Fig. 1: run 1, the metal 1 layer
Scale: 4 px per um. Supply wires on this layer in grey. Cells faint in the background.
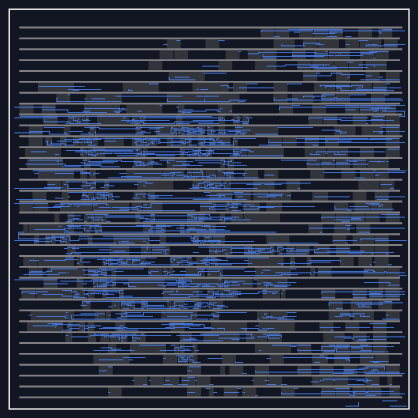
Fig. 2: run 1, the metal 2 layer
Scale: 4 px per um.
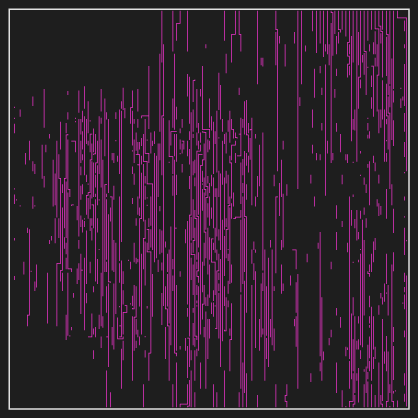
Fig. 3: run 1, signal wires on met3
Scale: 6 px per um. Cells faint in the background.
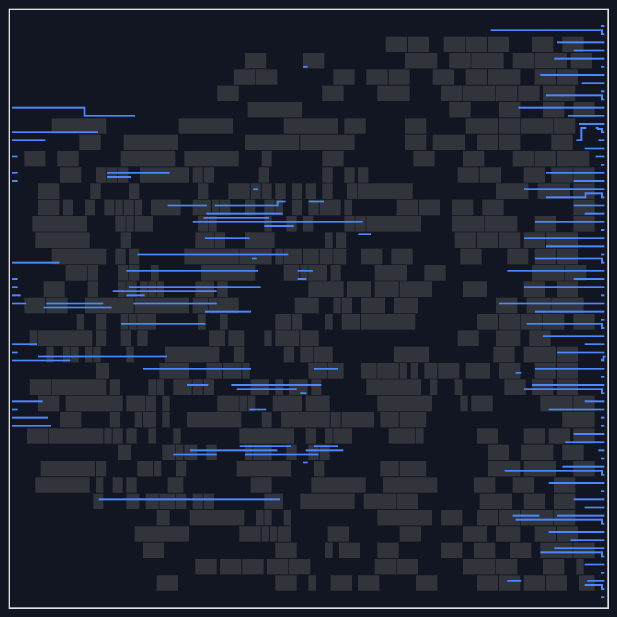
--- config.mk ---
export PLATFORM = sky130hd
export DESIGN_NAME = regfile_wb_arbiter
export DESIGN_NICKNAME = d
export VERILOG_FILES = /design/src/rtl/regfile_wb_arbiter.sv
export SDC_FILE = /design/constraint.sdc
export NUM_CORES = 1
export LEC_CHECK = 0
export ABC_AREA = 0
export CORE_MARGIN = 2
export CORE_UTILIZATION = 30
export DETAILED_ROUTE_END_ITERATION = 8
export GPL_TIMING_DRIVEN = 0
export PLACE_DENSITY_LB_ADDON = 0.1
export SETUP_SLACK_MARGIN = 0.02
export SYNTH_ARGS = -nofsm -noshare
export SYNTH_HDL_FRONTEND = slang
export SYNTH_SLANG_ARGS = --single-unit
export TNS_END_PERCENT = 10
--- constraint.sdc ---
create_clock -name clk_i -period 7 [get_ports clk_i]
set_clock_uncertainty 0.2 [all_clocks]
set_input_delay 1.4 -clock clk_i [delete_from_list [all_inputs] [get_ports clk_i]]
set_output_delay 1.4 -clock clk_i [all_outputs]
set_load 0.005 [all_outputs]
--- src/rtl/regfile_wb_arbiter.sv ---
// regfile_wb_arbiter: shares the register file write port between the in-order
// writeback stage (port 0) and a long-latency unit (port 1). Port 0 has fixed
// priority. Port 1 gets a forced grant after MAX_WAIT consecutive denials.
// A per-register busy scoreboard tracks results still owed by port 1, and it
// holds back port-0 writes that would otherwise overtake them (WAW ordering).
`timescale 1ns/1ps

module regfile_wb_arbiter #(
    parameter int ADDR_WIDTH = 5,
    parameter int DATA_WIDTH = 32,
    parameter int MAX_WAIT   = 4,
    localparam int NUM_WORDS = 2**ADDR_WIDTH
) (
    input  logic                  clk_i,
    input  logic                  rst_i,
    input  logic                  p0_valid_i,
    output logic                  p0_ready_o,
    input  logic [ADDR_WIDTH-1:0] p0_addr_i,
    input  logic [DATA_WIDTH-1:0] p0_data_i,
    input  logic                  p1_valid_i,
    output logic                  p1_ready_o,
    input  logic [ADDR_WIDTH-1:0] p1_addr_i,
    input  logic [DATA_WIDTH-1:0] p1_data_i,
    input  logic                  issue_i,
    input  logic [ADDR_WIDTH-1:0] issue_addr_i,
    output logic [NUM_WORDS-1:0]  busy_o,
    output logic [ADDR_WIDTH-1:0] waddr_a_o,
    output logic [DATA_WIDTH-1:0] wdata_a_o,
    output logic                  we_a_o
);

    // The counter only needs to hold values from 0 to MAX_WAIT.
    localparam int CNT_W = (MAX_WAIT < 1) ? 1 : $clog2(MAX_WAIT + 1);
    localparam logic [CNT_W-1:0] MAX_CNT = CNT_W'(MAX_WAIT);

    typedef enum logic {
        ST_NORMAL,
        ST_FORCE
    } state_e;

    state_e               state_q, state_d;
    logic [CNT_W-1:0]     wait_q, wait_d;
    logic [NUM_WORDS-1:0] busy_q, busy_d;

    logic p0_blocked;
    logic p0_grant;
    logic p1_grant;

    // Grant selection. This is combinational so that a write completes in the same cycle it is requested.
    always_comb begin
        p0_blocked = p0_valid_i && (p0_addr_i != '0) && busy_q[p0_addr_i];
        p0_grant   = 1'b0;
        p1_grant   = 1'b0;
        if (!rst_i) begin
            if (state_q == ST_FORCE) begin
                p1_grant = p1_valid_i;
            end else if (p0_valid_i && !p0_blocked) begin
                p0_grant = 1'b1;
            end else begin
                p1_grant = p1_valid_i;
            end
        end
    end

    // Starvation tracking: count consecutive port-1 denials and force a grant once MAX_WAIT is reached.
    always_comb begin
        state_d = state_q;
        wait_d  = wait_q;
        case (state_q)
            ST_NORMAL: begin
                if (p1_valid_i && !p1_grant) begin
                    wait_d = wait_q + CNT_W'(1);
                    if (wait_d == MAX_CNT) begin
                        state_d = ST_FORCE;
                    end
                end else begin
                    wait_d = '0;
                end
            end
            ST_FORCE: begin
                // In this state port 1 either transfers or withdraws its request. Both cases return to NORMAL.
                wait_d  = '0;
                state_d = ST_NORMAL;
            end
            default: begin
                wait_d  = '0;
                state_d = ST_NORMAL;
            end
        endcase
    end

    // Scoreboard update. A new issue takes precedence over a same-cycle port-1 retirement. Register 0 is never tracked.
    always_comb begin
        busy_d = busy_q;
        if (p1_grant && (p1_addr_i != '0)) begin
            busy_d[p1_addr_i] = 1'b0;
        end
        if (issue_i && (issue_addr_i != '0)) begin
            busy_d[issue_addr_i] = 1'b1;
        end
        busy_d[0] = 1'b0;
    end

    // Write-port mux. Source follows the granted port. Writes to register 0 complete but are suppressed.
    always_comb begin
        if (p1_grant) begin
            waddr_a_o = p1_addr_i;
            wdata_a_o = p1_data_i;
        end else begin
            waddr_a_o = p0_addr_i;
            wdata_a_o = p0_data_i;
        end
        we_a_o = (p0_grant && (p0_addr_i != '0)) || (p1_grant && (p1_addr_i != '0));
    end

    // State, wait counter and scoreboard registers. Reset discards all pending entries.
    always_ff @(posedge clk_i or posedge rst_i) begin
        if (rst_i) begin
            state_q <= ST_NORMAL;
            wait_q  <= '0;
            busy_q  <= '0;
        end else begin
            state_q <= state_d;
            wait_q  <= wait_d;
            busy_q  <= busy_d;
        end
    end

    assign p0_ready_o = p0_grant;
    assign p1_ready_o = p1_grant;
    assign busy_o     = busy_q;

endmodule

==> summary.txt, run 1 <==
run metrics: status=finished clean, remaining global-route overflow=0, crit start category=input pin, tap cells=108, most used logic cell in the final layout=clkdlybuf4s50_1, placed cell areas=0.004357 mm2, RSZ-0062 raised after global routing=false, Logic inverters=4, CTS sink count=35, Top pwr grp=combinational logic, Mapped Avg Cell Area=9.682 um2, Final Non-Filler Cells=roughly 550, Top cells excl fill/tap=clkdlybuf4s50_1 (148), a21oi_1 (65), dfrtp_1 (35), mux2_4 (33), nand2_1 (28), total track usage=21.53%, Critical Path Sink Type=primary output, aoi share=19.95%, Port Buffers=roughly 150, Worst-Margin Slew=1164 ps, FF-to-FF Start=busy_o[29], fp util=31.12%, max cap viols=0, cell at the slowest stage of the critical path=clkdlybuf4s50_1, crit path capture=wdata_a_o[4], full die area=0.009914 mm2, fin area=about 0.0044 mm2, TritonCTS Buffers=5, Root Driver=clkbuf_8, # DRC=0, synth warn=0, fmax=0.1599 GHz, fill cell count=842, WP buf/inv=4, vias in the first global route=2939, Vias/cell=5.437, ranking of synthesized cells by area=dfrtp_1 (32%), mux2_4 (18%), a21oi_1 (12%), clk tree area frac=~1.8%, Min-Delay Path Class=register to register, grt met3 use=4.427%, synthesis area per yosys=0.002740 mm2, Post-CTS Setup Repair Bufs=0, htree depth=2, FF+latch count=35, placeable core area=0.008806 mm2, leakage=0.001768 uW, first-pass GRT wire length=16.64 mm, die width=99.57 um, largest net degree at the start of global routing=38, Multiplexer share=26.53%, Pint=~540 uW, final setup violation count=0, Routed WL per cell=19.97 um, nonclk buf count=172, clock buffer count=7, Hold Path Stages=1, Reg clk slew, reported paths=70 ps, Simple Share, Synth=14.52%, met2 usage=37.42%, cell area after synthesis=0.002740 mm2, CP max stage delay=about 660 ps, R2R Setup Slk=between 4000 and 5000 ps, FF+latch count, synth=35, Reg power frac=36.5%, number of I/O pins=156, post-synthesis cell count=283, Syn-to-layout area delta=61.96%, Clock Latency Late Sink=290 ps, pre-CTS setup slack=739.8 ps, Pre-antenna DRT Iters=5, fa+ha+maj area frac=less than 1%, xor+xnor area frac=0%, Seq share, synth=between 30% and 40%, Yosys Instances=283, count of cell types in the netlist=~42, PwrDens=~180 mW/mm2, Clk power=147 uW, final WL=10.92 mm, Hold Startpoint=wait_q[0], reg2reg end=busy_o[15], logic share of the area=38.31%, met1 usage=27.46%, Worst Reg-to-Reg Cells=8, total power=794.0 uW, Sum Neg Setup Slack=0 ps, Reg area=~880 um2
Notes on Fig. 1 above:
share of all routed wire = 42%
nets with wire on the layer = 465
main direction = horizontal
wire length on this layer = 4590 um

Notes on Fig. 2 above:
nets with wire on the layer = 459
wire length on this layer = 5230 um
longest straight run = 48.2 um
share of all routed wire = 48%
main direction = vertical

Notes on Fig. 3 above:
main direction = horizontal
wire length on this layer = 951 um
nets with wire on the layer = 122
share of all routed wire = 8.7%
longest straight run = 29.9 um

Fig. 4: run 1, congestion heat map
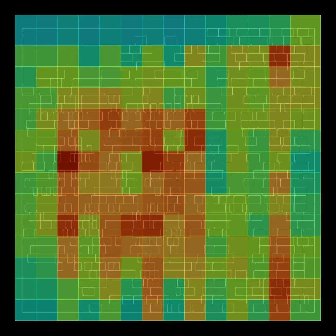

==> inputs of run 2 (changes only) <==
--- a/config.mk
+++ b/config.mk
@@ -6,7 +6,7 @@
 export NUM_CORES = 1
 export LEC_CHECK = 0
 export ABC_AREA = 0
-export CORE_MARGIN = 2
+export CORE_MARGIN = 1
 export CORE_UTILIZATION = 30
 export DETAILED_ROUTE_END_ITERATION = 8
 export GPL_TIMING_DRIVEN = 0
==> constraint.sdc (replaced) <==
create_clock -name clk_i -period 6.8 [get_ports clk_i]
set_clock_uncertainty 0.2 [all_clocks]
set_input_delay 1.36 -clock clk_i [delete_from_list [all_inputs] [get_ports clk_i]]
set_output_delay 1.36 -clock clk_i [all_outputs]
set_load 0.005 [all_outputs]
Fig. 5: run 2, congestion heat map
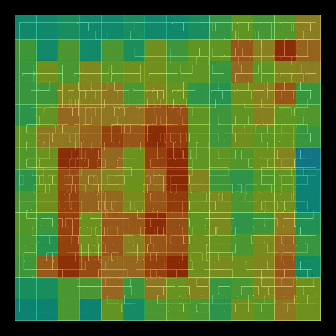
total track usage: 22.27%
fin util: 50.86%

==> run 2 against run 1 <==
Net effect: clock power is 17% higher; hold slack got worse by 14 ps; combinational power grew 3%; critical path depth is 1 lower; sequential share of layout area is 0.083 points lower; flip-flop count unchanged; final cell count stayed put; global-route usage is 0.74 points higher; sequential power increased by 3%; core utilization is 0.46 points higher; routed wire length shrank 1.5%; largest cell class unchanged.
==> summary.txt, run 2 <==
run metrics: status=finished clean (unchanged), sw power=257.0 uW (was 250.0 uW), Post-CTS Setup Repair Bufs=0 (unchanged), FF+latch count, synth=35 (unchanged), Final Non-Filler Cells=547 (unchanged), # DRC=0 (unchanged), FF+latch count=35 (unchanged), logic share of the area=38.15% (was 38.31%), Clock Latency Late Sink=290 ps (about the same), Min-Delay Path Class=register to register (unchanged), fill cell count=840 (was 842), PwrDens=187.9 mW/mm2 (was 178.9 mW/mm2), max cap viols=0 (unchanged), R2R Setup Slk=4130 ps (was 4350 ps), Vias/cell=5.371 (was 5.437), Top pwr grp=combinational logic (unchanged), CP max stage delay=700 ps (was 660 ps), post-synthesis cell count=283 (unchanged), Hold Path Stages=1 (unchanged), Reg power frac=35.7% (was 36.5%), clk tree area frac=2.246% (was 1.833%), Max-area cell share=31.96% (unchanged), ranking of synthesized cells by area=dfrtp_1 (32%), mux2_4 (18%), a21oi_1 (12%) (unchanged), synth warn=0 (unchanged), fmax=0.1614 GHz, met2 usage=36.42% (was 37.42%), Root Driver=clkbuf_8 (unchanged), setup ws final=605.3 ps (was 747.7 ps), clock buffer count=8 (was 7), full die area=0.009520 mm2 (was 0.009914 mm2), Simple Share, Synth=14.52% (unchanged), largest net degree at the start of global routing=38 (unchanged), vias in the first global route=2896 (was 2939), final WL=10.76 mm (was 10.92 mm), Tmin final=6195 ps, fa+ha+maj area frac=0.9132% (unchanged), P_comb=367 uW (was 358 uW), Final Max-Slew Violation Tally=0 (unchanged), htree depth=2 (unchanged), cell area after synthesis=0.002740 mm2 (unchanged), fin area=0.004457 mm2 (was 0.004438 mm2), placeable core area=0.008763 mm2 (was 0.008806 mm2), met1 usage=29.12% (was 27.46%), most frequent CP cell=clkdlybuf4s50_1, Port Buffers=148 (unchanged), Seq share, synth=31.96% (unchanged), Net Sw Frac=30.68% (was 31.48%), TritonCTS Buffers=5 (unchanged), combinational gates=220 (unchanged), Worst EP arrival=4630 ps (was 4650 ps), P_seq=299 uW (was 290 uW), pre-CTS setup slack=587.1 ps (was 739.8 ps), hold_buf cts=0 (unchanged), RSZ-0062 raised after global routing=false (unchanged), Reg clk slew, reported paths=70 ps (about the same), Clk power=172 uW (was 147 uW), most instantiated library cell after synthesis=a21oi_1 (unchanged), Hold Startpoint=wait_q[0] (unchanged), Top cells excl fill/tap=clkdlybuf4s50_1 (148), a21oi_1 (65), dfrtp_1 (35), mux2_4 (33), nand2_1 (28) (unchanged), ys async rst share=100.0% (unchanged), Multiplexer share=26.53% (unchanged), first-pass GRT wire length=16.56 mm (was 16.64 mm), routability cong.=0.8338 (was 0.8417), Yosys Instances=283 (unchanged), most used logic cell in the final layout=clkdlybuf4s50_1 (unchanged), crit start category=input pin (unchanged), Vias=2938 (was 2974), Logic inverters=4 (unchanged), total tool warning count=26 (unchanged), die width=97.57 um (was 99.57 um), leakage=0.001778 uW (was 0.001768 uW), synth cell count leaders=a21oi_1 (65), dfrtp_1 (35), mux2_4 (33), nand2_1 (28) (unchanged), WP buf/inv=3 (was 4), routed wl met2=5.051 mm (was 5.228 mm), Worst Reg-to-Reg Cells=8 (unchanged), Routed WL per cell=19.67 um (was 19.97 um), tap cells=108 (unchanged), cell at the slowest stage of the critical path=clkdlybuf4s50_1 (unchanged), Pre-antenna DRT Iters=7 (was 5), CTS sink count=35 (unchanged), FF-to-FF Start=busy_o[29] (unchanged), Reg area=875.8 um2 (unchanged), remaining global-route overflow=0 (unchanged), reg2reg end=busy_o[17] (was busy_o[15]), placed cell areas=0.004357 mm2 (unchanged), Pint=580.5 uW (was 544.0 uW), grt met3 use=5.324% (was 4.427%), crit path capture=wdata_a_o[30] (was wdata_a_o[4]), ANT cells=0 (unchanged), Worst-Margin Slew=962.7 ps (was 1164 ps), synthesis area per yosys=0.002740 mm2 (unchanged), final setup violation count=0 (unchanged), xor+xnor area frac=0% (unchanged), Clk network pwr share=20.5% (was 18.5%), count of cell types in the netlist=42 (unchanged), Syn-to-layout area delta=62.65% (was 61.96%), # nets final=524 (unchanged), peak supply drop=0.1179 mV (was 0.1008 mV), Critical Path Sink Type=primary output (unchanged), Mapped Avg Cell Area=9.682 um2 (unchanged), fp util=31.27% (was 31.12%), Sum Neg Setup Slack=0 ps (unchanged), number of I/O pins=156 (unchanged), aoi share=19.95% (unchanged), nonclk buf count=172 (unchanged), initial antenna violation count=0 (unchanged), total power=837.5 uW (was 794.0 uW), Hold WS=247.1 ps (was 261.1 ps), Gate Area=0.001700 mm2 (unchanged)
Fig. 6: run 2, the metal 1 layer
Scale: 4 px per um. Supply wires on this layer in grey. Cells faint in the background.
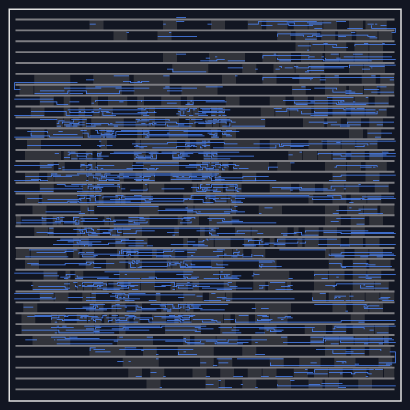
wire length on this layer = 4470 um
nets with wire on the layer = 456

Fig. 7: run 2, the metal 2 layer
Scale: 4 px per um.
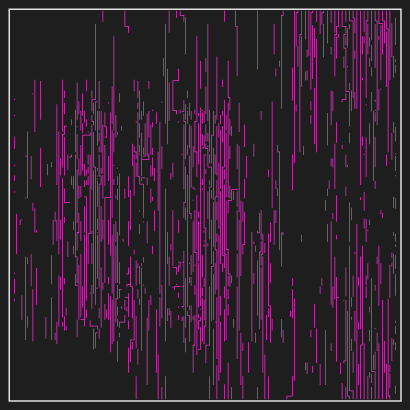

==> inputs of run 3 (changes only) <==
--- a/config.mk
+++ b/config.mk
@@ -8,8 +8,8 @@
 export ABC_AREA = 0
 export CORE_MARGIN = 1
 export CORE_UTILIZATION = 30
+export CTS_CLUSTER_DIAMETER = 200
 export DETAILED_ROUTE_END_ITERATION = 8
-export GPL_TIMING_DRIVEN = 0
 export PLACE_DENSITY_LB_ADDON = 0.1
 export SETUP_SLACK_MARGIN = 0.02
 export SYNTH_ARGS = -nofsm -noshare
Fig. 8: run 3, the metal 2 layer
Scale: 4 px per um.
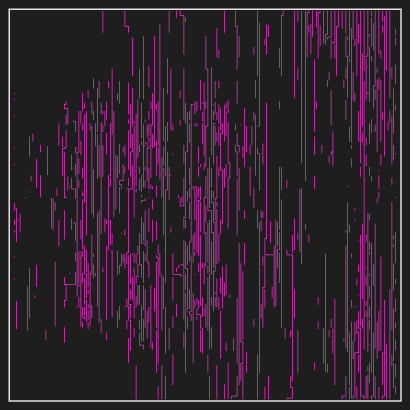
wire length on this layer = 4920 um
share of all routed wire = 48%
nets with wire on the layer = 441

Fig. 9: run 3, congestion heat map
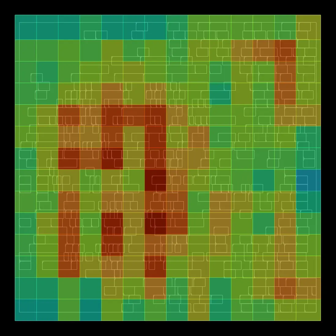
met1 usage: 27.92%
met2 usage: 35.99%

==> run 3 against run 2 <==
Net effect: die area stayed put; register-to-register slack hardly changed; via count is 3.7% lower; fmax is 1.5% lower; final cell count is 2.4% lower; largest cell class unchanged; core utilization is 0.31 points lower; global-route usage is 0.97 points lower; first-iteration DRC count is 28% lower; critical path depth is 1 higher.
==> summary.txt, run 3 <==
run metrics: initial antenna violation count=0 (unchanged), number of I/O pins=156 (unchanged), Hold Startpoint=wait_q[0] (unchanged), Syn-to-layout area delta=61.64% (was 62.65%), cell area after synthesis=0.002740 mm2 (unchanged), Net Sw Frac=29.44% (was 30.68%), htree depth=2 (unchanged), largest net degree at the start of global routing=38 (unchanged), Reg clk slew, reported paths=70 ps (about the same), FF+latch count=35 (unchanged), max cap viols=0 (unchanged), fa+ha+maj area frac=0.9132% (unchanged), grt met3 use=4.460% (was 5.324%), post-synthesis cell count=283 (unchanged), Root Driver=clkbuf_8 (unchanged), Clk power=196 uW (was 172 uW), most used logic cell in the final layout=clkdlybuf4s50_1 (unchanged), nonclk buf count=159 (was 172), FF-to-FF Start=busy_o[29] (unchanged), Post-CTS Setup Repair Bufs=0 (unchanged), Hold WS=245.3 ps (was 247.1 ps), fmax=0.1590 GHz (was 0.1614 GHz), total track usage=21.30% (was 22.27%), FP Rows=34 (unchanged), FF+latch count, synth=35 (unchanged), combinational gates=220 (unchanged), Mapped Avg Cell Area=9.682 um2 (unchanged), Pint=604.8 uW (was 580.5 uW), CP max stage delay=720 ps (was 700 ps), first-pass GRT wire length=15.94 mm (was 16.56 mm), final setup violation count=0 (unchanged), final WL=10.29 mm (was 10.76 mm), ranking of synthesized cells by area=dfrtp_1 (32%), mux2_4 (18%), a21oi_1 (12%) (unchanged), clk tree area frac=2.655% (was 2.246%), aoi share=19.95% (unchanged), placed cell areas=0.004312 mm2 (was 0.004357 mm2), WP buf/inv=4 (was 3), Pre-antenna DRT Iters=4 (was 7), total power=857.1 uW (was 837.5 uW), count of cell types in the netlist=42 (unchanged), CTS sink count=35 (unchanged), P_comb=358 uW (was 367 uW), Final Max-Slew Violation Tally=0 (unchanged), Vias=2830 (was 2938), Logic inverters=4 (unchanged), Routed WL per cell=19.27 um (was 19.67 um), logic share of the area=38.53% (was 38.15%), ys async rst share=100.0% (unchanged), Clk network pwr share=22.9% (was 20.5%), Critical Path Sink Type=primary output (unchanged), synthesis area per yosys=0.002740 mm2 (unchanged), hold_buf cts=0 (unchanged), crit start category=input pin (unchanged), Vias/cell=5.300 (was 5.371), remaining global-route overflow=0 (unchanged), Min-Delay Path Class=register to register (unchanged), Port Buffers=154 (was 148), total tool warning count=26 (unchanged), tap cells=108 (unchanged), peak supply drop=0.1202 mV (was 0.1179 mV), most instantiated library cell after synthesis=a21oi_1 (unchanged), cell at the slowest stage of the critical path=clkdlybuf4s50_1 (unchanged), WHS Endpoint=wait_q[0] (unchanged), clock buffer count=6 (was 8), # DRC=0 (unchanged), Gate Area=0.001707 mm2 (was 0.001700 mm2), RSZ-0062 raised after global routing=false (unchanged), routed wl met2=4.918 mm (was 5.051 mm), PwrDens=193.5 mW/mm2 (was 187.9 mW/mm2), R2R Setup Slk=4120 ps (was 4130 ps), crit path capture=wdata_a_o[4] (was wdata_a_o[30]), status=finished clean (unchanged), Crit path max-delay family=buffers and inverters (unchanged), vias in the first global route=2868 (was 2896), reg2reg end=wait_q[1] (was busy_o[17]), Top pwr grp=combinational logic (unchanged), Sum Neg Setup Slack=0 ps (unchanged), synth cell count leaders=a21oi_1 (65), dfrtp_1 (35), mux2_4 (33), nand2_1 (28) (unchanged), leakage=0.001765 uW (was 0.001778 uW), Max-area cell share=31.96% (unchanged), ANT cells=0 (unchanged), fin util=50.54% (was 50.86%), CP startpoint=p0_addr_i[0] (unchanged), Top cells excl fill/tap=clkdlybuf4s50_1 (154), a21oi_1 (65), dfrtp_1 (35), mux2_4 (33), nand2_1 (28) (was clkdlybuf4s50_1 (148), a21oi_1 (65), dfrtp_1 (35), mux2_4 (33), nand2_1 (28)), full die area=0.009520 mm2 (unchanged), # nets final=511 (was 524), Multiplexer share=26.53% (unchanged), Clock Latency Late Sink=290 ps (about the same), Worst Reg-to-Reg Cells=7 (was 8), xor+xnor area frac=0% (unchanged), fill cell count=830 (was 840), Seq share, synth=31.96% (unchanged), setup ws final=511.0 ps (was 605.3 ps), Yosys Instances=283 (unchanged), placeable core area=0.008763 mm2 (unchanged), Worst-Margin Slew=1134 ps (was 962.7 ps), TritonCTS Buffers=5 (unchanged), pre-CTS setup slack=525.7 ps (was 587.1 ps), fin area=0.004429 mm2 (was 0.004457 mm2), Final Non-Filler Cells=534 (was 547), Hold Path Stages=1 (unchanged), fp util=31.27% (unchanged), Worst EP arrival=4730 ps (was 4630 ps), Placed Cells=526 (was 539), Tmin final=6289 ps (was 6195 ps), synth warn=0 (unchanged), Reg area=875.8 um2 (unchanged), sw power=252.3 uW (was 257.0 uW), routability cong.=0.8346 (was 0.8338), Reg power frac=35.3% (was 35.7%), P_seq=302 uW (was 299 uW)
No activity file was given, so power comes from the tool's default toggle rates.
